<file path="config.mk">
export PLATFORM = sky130hd
export DESIGN_NAME = fill_responder
export DESIGN_NICKNAME = d
export VERILOG_FILES = /design/src/rtl/fill_responder.sv
export SDC_FILE = /design/constraint.sdc
export NUM_CORES = 1
export LEC_CHECK = 0
export CAP_MARGIN = 20
export CORE_ASPECT_RATIO = 0.75
export CORE_MARGIN = 5
export CORE_UTILIZATION = 30
export CTS_CLUSTER_SIZE = 8
export DETAILED_ROUTE_END_ITERATION = 16
export PLACE_DENSITY = 0.62
export SYNTH_ARGS = -nofsm -noshare
export SYNTH_HDL_FRONTEND = slang
export SYNTH_SLANG_ARGS = --single-unit
</file>
<file path="constraint.sdc">
create_clock -name clk -period 3.11 [get_ports clk]
set_input_delay 0.622 -clock clk [delete_from_list [all_inputs] [get_ports clk]]
set_output_delay 0.622 -clock clk [all_outputs]
set_load 0.05 [all_outputs]
</file>
<file path="src/rtl/fill_responder.sv">
// Memory-side stand-in for cache line fills: in-order request queue with prefetch filtering,
// fixed-latency service FSM, registered valid/ready response carrying zero-extended {addr, addr}.
module fill_responder #(
  parameter int ADDR_WIDTH = 8,
  parameter int DATA_WIDTH = 32,
  parameter int LATENCY    = 4,
  parameter int QDEPTH     = 4
) (
  input  logic                  clk,
  input  logic                  reset,
  input  logic                  req_valid,
  output logic                  req_ready,
  input  logic [ADDR_WIDTH-1:0] req_addr,
  input  logic                  req_prefetch,
  output logic                  rsp_valid,
  input  logic                  rsp_ready,
  output logic [ADDR_WIDTH-1:0] rsp_addr,
  output logic [DATA_WIDTH-1:0] rsp_data,
  output logic                  rsp_prefetch,
  output logic                  busy,
  output logic [7:0]            drop_count
);

  localparam int PW = $clog2(QDEPTH);
  localparam int CW = PW + 1;
  localparam logic [CW-1:0] DEPTH    = CW'(QDEPTH);
  localparam logic [CW-1:0] DEPTH_M1 = CW'(QDEPTH - 1);
  localparam logic [3:0]    LAT_M1   = 4'(LATENCY - 1);

  localparam logic [1:0] ST_IDLE = 2'd0;
  localparam logic [1:0] ST_WAIT = 2'd1;
  localparam logic [1:0] ST_RESP = 2'd2;

  logic [ADDR_WIDTH-1:0] q_addr_q [QDEPTH];
  logic [ADDR_WIDTH-1:0] q_addr_d [QDEPTH];
  logic                  q_pf_q   [QDEPTH];
  logic                  q_pf_d   [QDEPTH];
  logic                  entry_vld [QDEPTH];

  logic [PW-1:0]         rd_ptr_q, rd_ptr_d;
  logic [PW-1:0]         wr_ptr_q, wr_ptr_d;
  logic [CW-1:0]         count_q, count_d;
  logic [1:0]            state_q, state_d;
  logic [3:0]            cnt_q, cnt_d;
  logic                  rsp_valid_q, rsp_valid_d;
  logic [ADDR_WIDTH-1:0] rsp_addr_q, rsp_addr_d;
  logic [DATA_WIDTH-1:0] rsp_data_q, rsp_data_d;
  logic                  rsp_pf_q, rsp_pf_d;
  logic [7:0]            drop_count_q, drop_count_d;

  logic                  hs, dup, pf_ok, enq, drop, pop;
  logic [PW-1:0]         off;

  // Occupancy of each slot, used to restrict the duplicate-prefetch match to live entries.
  always_comb begin
    off = '0;
    for (int i = 0; i < QDEPTH; i++) begin
      off          = PW'(i) - rd_ptr_q;
      entry_vld[i] = ({1'b0, off} < count_q);
    end
  end

  always_comb begin
    dup = (state_q != ST_IDLE) && (rsp_addr_q == req_addr);
    for (int i = 0; i < QDEPTH; i++) begin
      if (entry_vld[i] && (q_addr_q[i] == req_addr)) dup = 1'b1;
    end
  end

  always_comb begin
    req_ready = (count_q < DEPTH);
    hs        = req_valid && req_ready;
    pf_ok     = (count_q < DEPTH_M1) && !dup;
    enq       = hs && (!req_prefetch || pf_ok);
    drop      = hs && req_prefetch && !pf_ok;
    pop       = (state_q == ST_IDLE) && (count_q != '0);
  end

  always_comb begin
    q_addr_d = q_addr_q;
    q_pf_d   = q_pf_q;
    wr_ptr_d = wr_ptr_q;
    rd_ptr_d = rd_ptr_q;
    count_d  = count_q;
    if (enq) begin
      q_addr_d[wr_ptr_q] = req_addr;
      q_pf_d[wr_ptr_q]   = req_prefetch;
      wr_ptr_d           = wr_ptr_q + 1'b1;
    end
    if (pop) rd_ptr_d = rd_ptr_q + 1'b1;
    case ({enq, pop})
      2'b10:   count_d = count_q + 1'b1;
      2'b01:   count_d = count_q - 1'b1;
      default: count_d = count_q;
    endcase
  end

  always_comb begin
    drop_count_d = drop_count_q;
    if (drop && (drop_count_q != 8'hFF)) drop_count_d = drop_count_q + 8'd1;
  end

  // Service registers double as the response registers; the in-service address is rsp_addr_q.
  always_comb begin
    state_d     = state_q;
    cnt_d       = cnt_q;
    rsp_valid_d = rsp_valid_q;
    rsp_addr_d  = rsp_addr_q;
    rsp_data_d  = rsp_data_q;
    rsp_pf_d    = rsp_pf_q;
    case (state_q)
      ST_IDLE: begin
        if (pop) begin
          rsp_addr_d                   = q_addr_q[rd_ptr_q];
          rsp_pf_d                     = q_pf_q[rd_ptr_q];
          rsp_data_d                   = '0;
          rsp_data_d[2*ADDR_WIDTH-1:0] = {q_addr_q[rd_ptr_q], q_addr_q[rd_ptr_q]};
          cnt_d                        = LAT_M1;
          state_d                      = ST_WAIT;
        end
      end
      ST_WAIT: begin
        if (cnt_q == 4'd0) begin
          state_d     = ST_RESP;
          rsp_valid_d = 1'b1;
        end else begin
          cnt_d = cnt_q - 4'd1;
        end
      end
      ST_RESP: begin
        if (rsp_ready) begin
          state_d     = ST_IDLE;
          rsp_valid_d = 1'b0;
        end
      end
      default: begin
        state_d     = ST_IDLE;
        rsp_valid_d = 1'b0;
      end
    endcase
  end

  always_ff @(posedge clk or posedge reset) begin
    if (reset) begin
      rd_ptr_q     <= '0;
      wr_ptr_q     <= '0;
      count_q      <= '0;
      state_q      <= ST_IDLE;
      cnt_q        <= '0;
      rsp_valid_q  <= 1'b0;
      rsp_addr_q   <= '0;
      rsp_data_q   <= '0;
      rsp_pf_q     <= 1'b0;
      drop_count_q <= '0;
    end else begin
      rd_ptr_q     <= rd_ptr_d;
      wr_ptr_q     <= wr_ptr_d;
      count_q      <= count_d;
      state_q      <= state_d;
      cnt_q        <= cnt_d;
      rsp_valid_q  <= rsp_valid_d;
      rsp_addr_q   <= rsp_addr_d;
      rsp_data_q   <= rsp_data_d;
      rsp_pf_q     <= rsp_pf_d;
      drop_count_q <= drop_count_d;
    end
  end

  // Queue payload needs no reset: occupancy is tracked by the pointers and count.
  always_ff @(posedge clk) begin
    q_addr_q <= q_addr_d;
    q_pf_q   <= q_pf_d;
  end

  assign rsp_valid    = rsp_valid_q;
  assign rsp_addr     = rsp_addr_q;
  assign rsp_data     = rsp_data_q;
  assign rsp_prefetch = rsp_pf_q;
  assign drop_count   = drop_count_q;
  assign busy         = (count_q != '0) || (state_q != ST_IDLE);

endmodule

</file>
Run 1, clock wiring as the flow saved it:
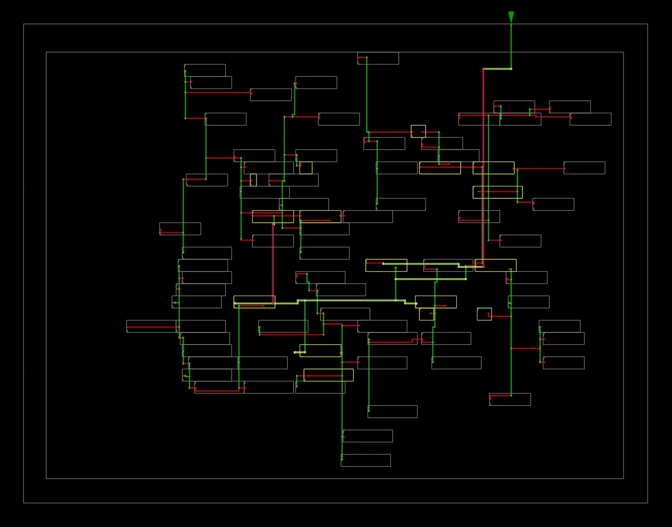
flip-flops: 67
# clk buffers: 9
Num CTS Buffers: 9

Run 1, cells coloured by class:
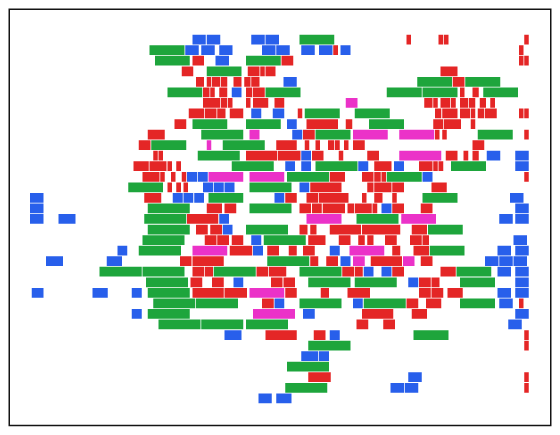
remaining buffers and delay cells -> blue  # cells 90, share of their area 18%
clock drivers and dummy loads -> magenta  # cells 16, share of their area 7.0%
remaining logic cells -> red  # cells 196, share of their area 35%
registers -> green  # cells 67, share of their area 40%

==> Slide: Implementation Results, run 1 <==
Run Summary

Outcome
  • Status: finished, final reports clean

Pwr
  • Peak supply drop: 721 µV
  • P_leak: 0.00200 µW

Clock network
  • Clock slew seen by the registers of the worst setup and hold paths: 0.06 ns

Global route
  • GRT Overall Usage: 11.0%
  • Pin count of the biggest net entering global routing: 32

Logic synthesis
  • Top area contributor share: 28.8%
  • Syn Inst Count: 293
  • Biggest area cells: edfxtp_1, dfrtp_1, xor2_1
  • Synth warn: 0
  • Async SR Flop Fraction: 46.3%

Critical path
  • CP arrival: 3.25 ns

Final layout
  • Share of post-route cells with drive strength above 1: 24.9%
  • Antenna diode count: 0
  • Nets@finish: 390

Placement
  • Global placement routability congestion: 0.893

Die
  • Die ar.: 0.0149 mm²

Timing
  • Setup violations, final: 0

Routing
  • Post-Route WL: 8.04 mm

Job
  • Log Warnings: 31
Run 1, drive-strength map:
The bar under the picture is 50 µm long.
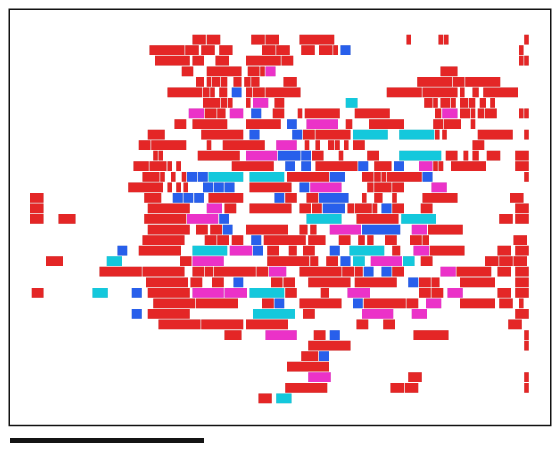
x2 -> magenta  # cells 30, share 8.1%
x3 and x4 -> blue  # cells 45, share 12%
x6 and larger -> cyan  # cells 17, share 4.6%
x1 and smaller -> red  # cells 277, share 75%

-- run 1: layer usage --
layer,global-route usage (%),vias up
met5,0,-
met4,3.35,0
met3,2.32,4
met2,16.6,66
met1,15.8,1152
li1,-,1115
-- run 1: worst paths after layout --
kind	startpoint	endpoint	slack, ns	cells past startpoint
min in group asynchronous	reset	cnt_q[1]	0.68	3
max	req_addr[0]	count_q[2]	0.11	15
max in group asynchronous	reset	rsp_addr[3]	2.13	3
max reg2reg	rd_ptr_q[1]	count_q[2]	0.18	13
min	cnt_q[3]	cnt_q[3]	0.49	1
min reg2reg	cnt_q[3]	cnt_q[3]	0.49	1
-- run 1: where the power goes --
group | leakage (µW) | internal (µW) | switching [µW]
Sequential | 0.000704 | 1180 | 264
Combinational | 0.00114 | 983 | 1490
Clock | 0.000154 | 707 | 392
-- run 1: synth_stat cells (2+ instances only) --
| cell | n |
|---|---|
| xor2_1 | 31 |
| nor4_1 | 7 |
| dfrtp_1 | 31 |
| o21ai_0 | 5 |
| a21oi_1 | 5 |
| buf_6 | 6 |
| mux4_2 | 9 |
| xnor2_1 | 19 |
| nand2_1 | 9 |
| edfxtp_1 | 36 |
| xnor2_2 | 3 |
| nor3_1 | 6 |
| inv_1 | 18 |
| a22o_1 | 3 |
| mux2_2 | 11 |
| nor2_1 | 10 |
| nand4_1 | 7 |
| clkbuf_1 | 2 |
| clkbuf_8 | 2 |
| ha_1 | 12 |
| buf_1 | 2 |
| buf_4 | 32 |
| nand3_1 | 5 |
-- run 1: critical path, stage by stage --
cell and delay, ns:
clkdlybuf4s50_1 0.41, buf_6 0.14, buf_4 0.15, xor2_1 0.15, nor4_1 0.29, nand3_1 0.18
o31ai_4 0.10, nor3_4 0.09, o21ai_4 0.16, ha_2 0.19, inv_1 0.05, fa_2 0.33
xor2_1 0.14, nor2_1 0.11, xnor2_1 0.13
-- run 1: per-stage QoR --
| stage | area (µm²) | setup TNS [ns] | cells | setup slack, ns |
|---|---|---|---|---|
| global placement | 4420 | -0.537 | 513 | -0.331 |
| detailed placement | 4420 | -0.737 | 513 | -0.422 |
| finish | 4830 | 0 | 535 | 0.106 |
| floorplan | 3820 | 0 | 308 | 0.152 |
| CTS | 4780 | 0 | 533 | 0.00201 |
| global route | 4830 | -0.00589 | 535 | -0.00589 |
-- run 1: state kept, by name, summed over array words and instances (netlist names) --
register      cells
q_pf_q            4
rsp_data          1
rsp_addr          7
wr_ptr_q          2
rsp_valid         1
rd_ptr_q          2
rsp_prefetch      1
state_q           2
cnt_q             4
drop_count        8
count_q           3
q_addr_q         32
-- run 1: cell type report --
cell class,instances,area share (%)
Clock buffer,9,4.67
Clock inverter,7,2.02
Inverter,18,1.40
Multi-Input combinational cell,178,32.3
Sequential cell,67,38.5
Tap cell,166,4.30
Timing Repair Buffer,90,16.8
-- run 1: logic make-up (layout without fill, tap and decap cells) --
family | count (synthesis) | after routing | share of synthesized area [%]
compound gates | 21 | 21 | 4.46
xor+xnor | 54 | 54 | 13.4
fa+ha+maj | 13 | 13 | 4.53
buf+inv | 63 | 124 | 11.3
flops | 67 | 67 | 49.4
mux | 21 | 21 | 8.99
other cells | 1 | 16 | 0.0998
simple gates | 53 | 53 | 7.86
Run 1, clock wires, drivers and flops:
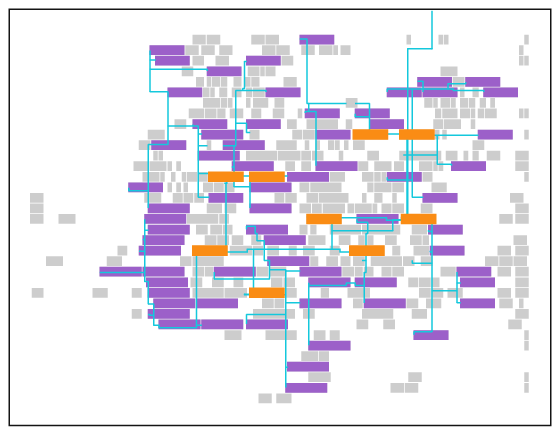

==> run 2, diff against run 1 <==
PLACE_DENSITY = 0.6   (was 0.62)
clock period = 2.8 ns   (was 3.11 ns; I/O delays follow)
Run 2, clock wires, drivers and flops:
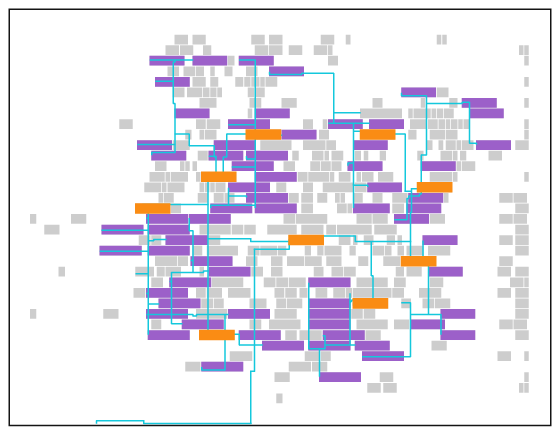
clock wires -> cyan  # length 931 µm
clock-net drivers -> orange  # count 9
flip-flops -> purple  # count 67
routed clock nets = 10

==> run 2 against run 1 <==
Net effect:
- die size is the same
- clock skew shrank 0.0031 ns
- utilization grew 0.60 points
- largest cell class unchanged
- synthesized cell count is the same
==> Slide: Implementation Results, run 2 <==
Run Summary

Outcome
  • Status: finished, final reports clean

Placement
  • Placement-stage cell area: 0.00439 mm²
  • Global placement routability congestion: 0.835
  • Post-Place Cells: 506

Logic synthesis
  • Syn Inst Count: 293
  • Top-count cell post-synth: edfxtp_1
  • Async SR Flop Fraction: 46.3%
  • Top area contributor share: 28.8%
  • Biggest area cells: edfxtp_1, dfrtp_1, xor2_1
  • Synth warn: 0

Pwr
  • Gate power share: 51.5%
  • Sequential share of power: 28.8%
  • Clk network pwr share: 19.7%
  • Peak supply drop: 558 µV

Final layout
  • Largest register FFs: 32
  • Final instance area: 0.00490 mm²

Timing
  • Final worst setup slack: 0.0976 ns
  • Setup violations, final: 0

Clock network
  • Clock slew seen by the registers of the worst setup and hold paths: 0.05 ns
  • Num CTS Buffers: 9

Job
  • Log Warnings: 33

Critical path
  • CP arrival: 2.95 ns
  • Critical R2R Launch: rd_ptr_q[1]

Min path
  • Worst hold path startpoint: cnt_q[3]
run 2: layout make-up:
| type | instances | area (µm²) | area share (%) |
|---|---|---|---|
| tap | 166 | 208 | 4.24 |
| timing repair buffer | 92 | 823 | 16.8 |
| inverter | 18 | 67.6 | 1.38 |
| sequential | 67 | 1860 | 37.9 |
| multi-input combinational | 178 | 1650 | 33.6 |
| clock buffer | 11 | 243 | 4.95 |
| clock inverter | 5 | 52.6 | 1.07 |
run 2: layer usage:
metal	vias to the layer above	track usage, %	routed length, µm
li1	1124	-	-
met1	1180	16.6	3950
met2	78	16.0	3560
met3	6	3.34	509
met4	0	3.98	87
met5	-	0	0
run 2: cell families (layout without fill, tap and decap cells):
kind of cell	after synthesis	in the layout	synth area share, %
buffers and inverters	63	126	11.3
adders and majority gates	13	13	4.53
and+or+nand+nor	53	53	7.86
muxes	21	21	8.99
AOI/OAI and AO/OA	21	21	4.46
DFF	67	67	49.4
other	1	16	0.0998
xor gates and xnor gates	54	54	13.4
run 2: final timing paths:
check	endpoint	slack, ns	depth (start not counted)
worst max-delay path	count_q[2]	0.1	13
worst min-delay path	cnt_q[3]	0.49	1
worst max register to register	count_q[2]	0.1	13
worst min register to register	cnt_q[3]	0.49	1
max in group asynchronous	rd_ptr_q[1]	1.86	3
min in group asynchronous	drop_count[4]	0.61	3
run 2: stage by stage:
step,setup TNS (ns),total power [µW]
global placement,-10.64,4320
global route,-0.0700,5950
CTS,0,5530
finish,0,5600
floorplan,-0.0944,3650
detailed placement,-9.22,4360
run 2: critical path, stage by stage, from the launching register on:
cell and delay (ns):
dfrtp_2 0.42, inv_2 0.06, ha_4 0.27, a21oi_2 0.03, or4_4 0.53, o41ai_4 0.09, nor3_4 0.10, o21ai_4 0.16
ha_2 0.20, inv_2 0.04, fa_2 0.33, xor2_1 0.14, nor2_1 0.12, xnor2_1 0.13
run 2: what timing repair did:
action                                  in CTS  in global routing
endpoints found under the setup margin       2                  2
gates resized                               28                 23
gates cloned                                 0                  0
pin swaps                                   15                 20
buffers inserted                            10                  5
endpoints found under the hold margin        0                  0
run 2: power by group through the flow:
stage | sequential [µW] | combinational, µW | clock, µW
global placement | 1600 | 2720 | 0
CTS | 1600 | 2780 | 1150
floorplan | 1880 | 1770 | 0
global route | 1670 | 3100 | 1180
detailed placement | 1620 | 2740 | 0
finish | 1610 | 2880 | 1100
==> run 3, diff against run 2 <==
SLEW_MARGIN = 20   (was unset)
Run 3, where the registers sit:
The bar under the picture is 50 µm long. Other sequential cells in the stronger grey, the rest of the logic in the fainter grey.
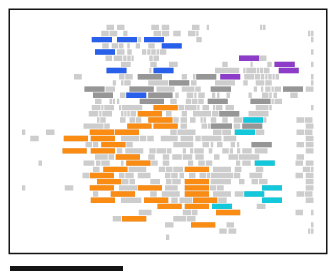
drop_count -> blue  # placed flops 8, where top middle
q_addr_q -> orange  # placed flops 32
cnt_q -> purple  # placed flops 4, where top right
rsp_addr -> cyan  # placed flops 7

==> run 3 against run 2 <==
Net effect:
- register-to-register slack barely moved
- die size did not move
- utilization did not move
- critical path depth did not move
- routed wire length did not move
- hold slack did not move
- final cell count did not move
- count of clock-buffer cells in the layout did not move
- sequential share of layout area did not move
- largest cell class unchanged
- global-route usage did not move
- via count did not move
==> Slide: Implementation Results, run 3 <==
Run Summary

Pwr
  • Internal: 3200 µW
  • Sw power: 2410 µW
  • Peak supply drop: 558 µV
  • P_leak: 0.00199 µW
  • Switching Share: 43.0%
  • Sequential share of power: 28.8%
  • Gate power share: 51.5%
  • Clk network pwr share: 19.7%

Global route
  • GR Util met1: 16.6%
  • GR Util met3: 3.34%
  • Pin count of the biggest net entering global routing: 32
  • GRT Overall Usage: 11.4%

Final layout
  • Share of post-route cells with drive strength above 1: 31.8%
  • Antenna diode count: 0
  • Finished Layout Cells: 537
  • Top reg by flops: q_addr_q
  • Largest register FFs: 32
  • Nets@finish: 392

Logic synthesis
  • Synth warn: 0
  • Async SR Flop Fraction: 46.3%
  • Commonest cells post-synth: edfxtp_1, buf_4, dfrtp_1, xor2_1, xnor2_1
  • Syn Inst Count: 293
  • Top-count cell post-synth: edfxtp_1
  • Biggest area cells: edfxtp_1, dfrtp_1, xor2_1
  • Top area contributor share: 28.8%

Outcome
  • Status: finished, final reports clean

Job
  • Log Warnings: 33

Placement
  • Post-Place Cells: 506
  • Global placement routability congestion: 0.835

Critical path
  • Critical R2R Launch: rd_ptr_q[1]
  • CP arrival: 2.95 ns
  • Flop2flop setup slack: 0.1 ns
  • Reg2reg end: count_q[2]
  • R2R depth: 13
  • Worst setup path startpoint: rd_ptr_q[1]
  • CP endpoint: count_q[2]

Timing
  • Setup violations, final: 0

Die
  • Die ar.: 0.0149 mm²

Clock network
  • Clock slew seen by the registers of the worst setup and hold paths: 0.05 ns
  • Num CTS Buffers: 9

Routing
  • Post-Route WL: 8.10 mm
run 3: cell counts in the layout (fill, tap and decap cells not counted):
Identical to the previous run, type by type.
run 3: cell families (layout without fill, tap and decap cells):
group / after synthesis / after routing / share of synthesized area [%]
AND-OR/OR-AND: 21 / 21 / 4.46
XOR/XNOR: 54 / 54 / 13.4
adder cells (fa/ha/maj): 13 / 13 / 4.53
buffers and inverters: 63 / 126 / 11.3
flip-flops: 67 / 67 / 49.4
multiplexers: 21 / 21 / 8.99
other: 1 / 16 / 0.0998
AND/OR/NAND/NOR: 53 / 53 / 7.86
run 3: worst min path at each step:
stage / from / endpoint / depth (start not counted)
floorplan: cnt_q[3] / cnt_q[3] / 1
global placement: drop_count[4] / drop_count[4] / 1
detailed placement: drop_count[4] / drop_count[4] / 1
CTS: cnt_q[3] / cnt_q[3] / 1
global route: req_addr[4] / q_addr_q[12] / 1
finish: cnt_q[3] / cnt_q[3] / 1
run 3: through the flow:
stage | utilization, % | setup WS, ns | hold WS (ns) | cell area [µm²] | total power [µW]
6_report | 40.0 | 0.0976 | 0.489 | 4900 | 5600
5_1_grt | 40.0 | -0.0700 | 0.506 | 4900 | 5950
4_1_cts | 39.0 | 0.00259 | 0.498 | 4780 | 5530
3_5_place_dp | 35.8 | -0.599 | 0.487 | 4390 | 4360
3_3_place_gp | 35.8 | -0.612 | 0.479 | 4390 | 4320
2_1_floorplan | - | -0.0944 | 0.451 | 3840 | 3650
run 3: power by group through the flow:
stage	Sequential [µW]	Clock, µW	Combinational [µW]
after floorplan	1880	0	1770
after global placement	1600	0	2720
after detailed placement	1620	0	2740
after CTS	1600	1150	2780
after global routing	1670	1180	3100
final	1610	1100	2880
run 3: area by class of cell:
type | count | area (µm²)
Fill cell | 1146 | 7360
Clock inverter | 5 | 52.6
Inverter | 18 | 67.6
Tap cell | 166 | 208
Multi-Input combinational cell | 178 | 1650
Sequential cell | 67 | 1860
Timing Repair Buffer | 92 | 823
Clock buffer | 11 | 243
run 3: what timing repair did:
action / 4_1_cts / 5_1_grt
pin swaps: 15 / 20
cloned: 0 / 0
endpoints found under the setup margin: 2 / 2
buffers inserted: 10 / 5
gates resized: 28 / 23
run 3: worst max-delay path: stages, from the launching register on:
cell and delay (ns):
dfrtp_2 0.42, inv_2 0.06, ha_4 0.27, a21oi_2 0.03, or4_4 0.53, o41ai_4 0.09, nor3_4 0.10, o21ai_4 0.16
ha_2 0.20, inv_2 0.04, fa_2 0.33, xor2_1 0.14, nor2_1 0.12, xnor2_1 0.13
run 3: layer usage:
metal	part of all wire (%)	vias to the layer above
met5	0	-
met4	1.1	0
met3	6.3	6
met2	44	78
met1	49	1180
li1	-	1124
Power is estimated from default activity; no workload was simulated.
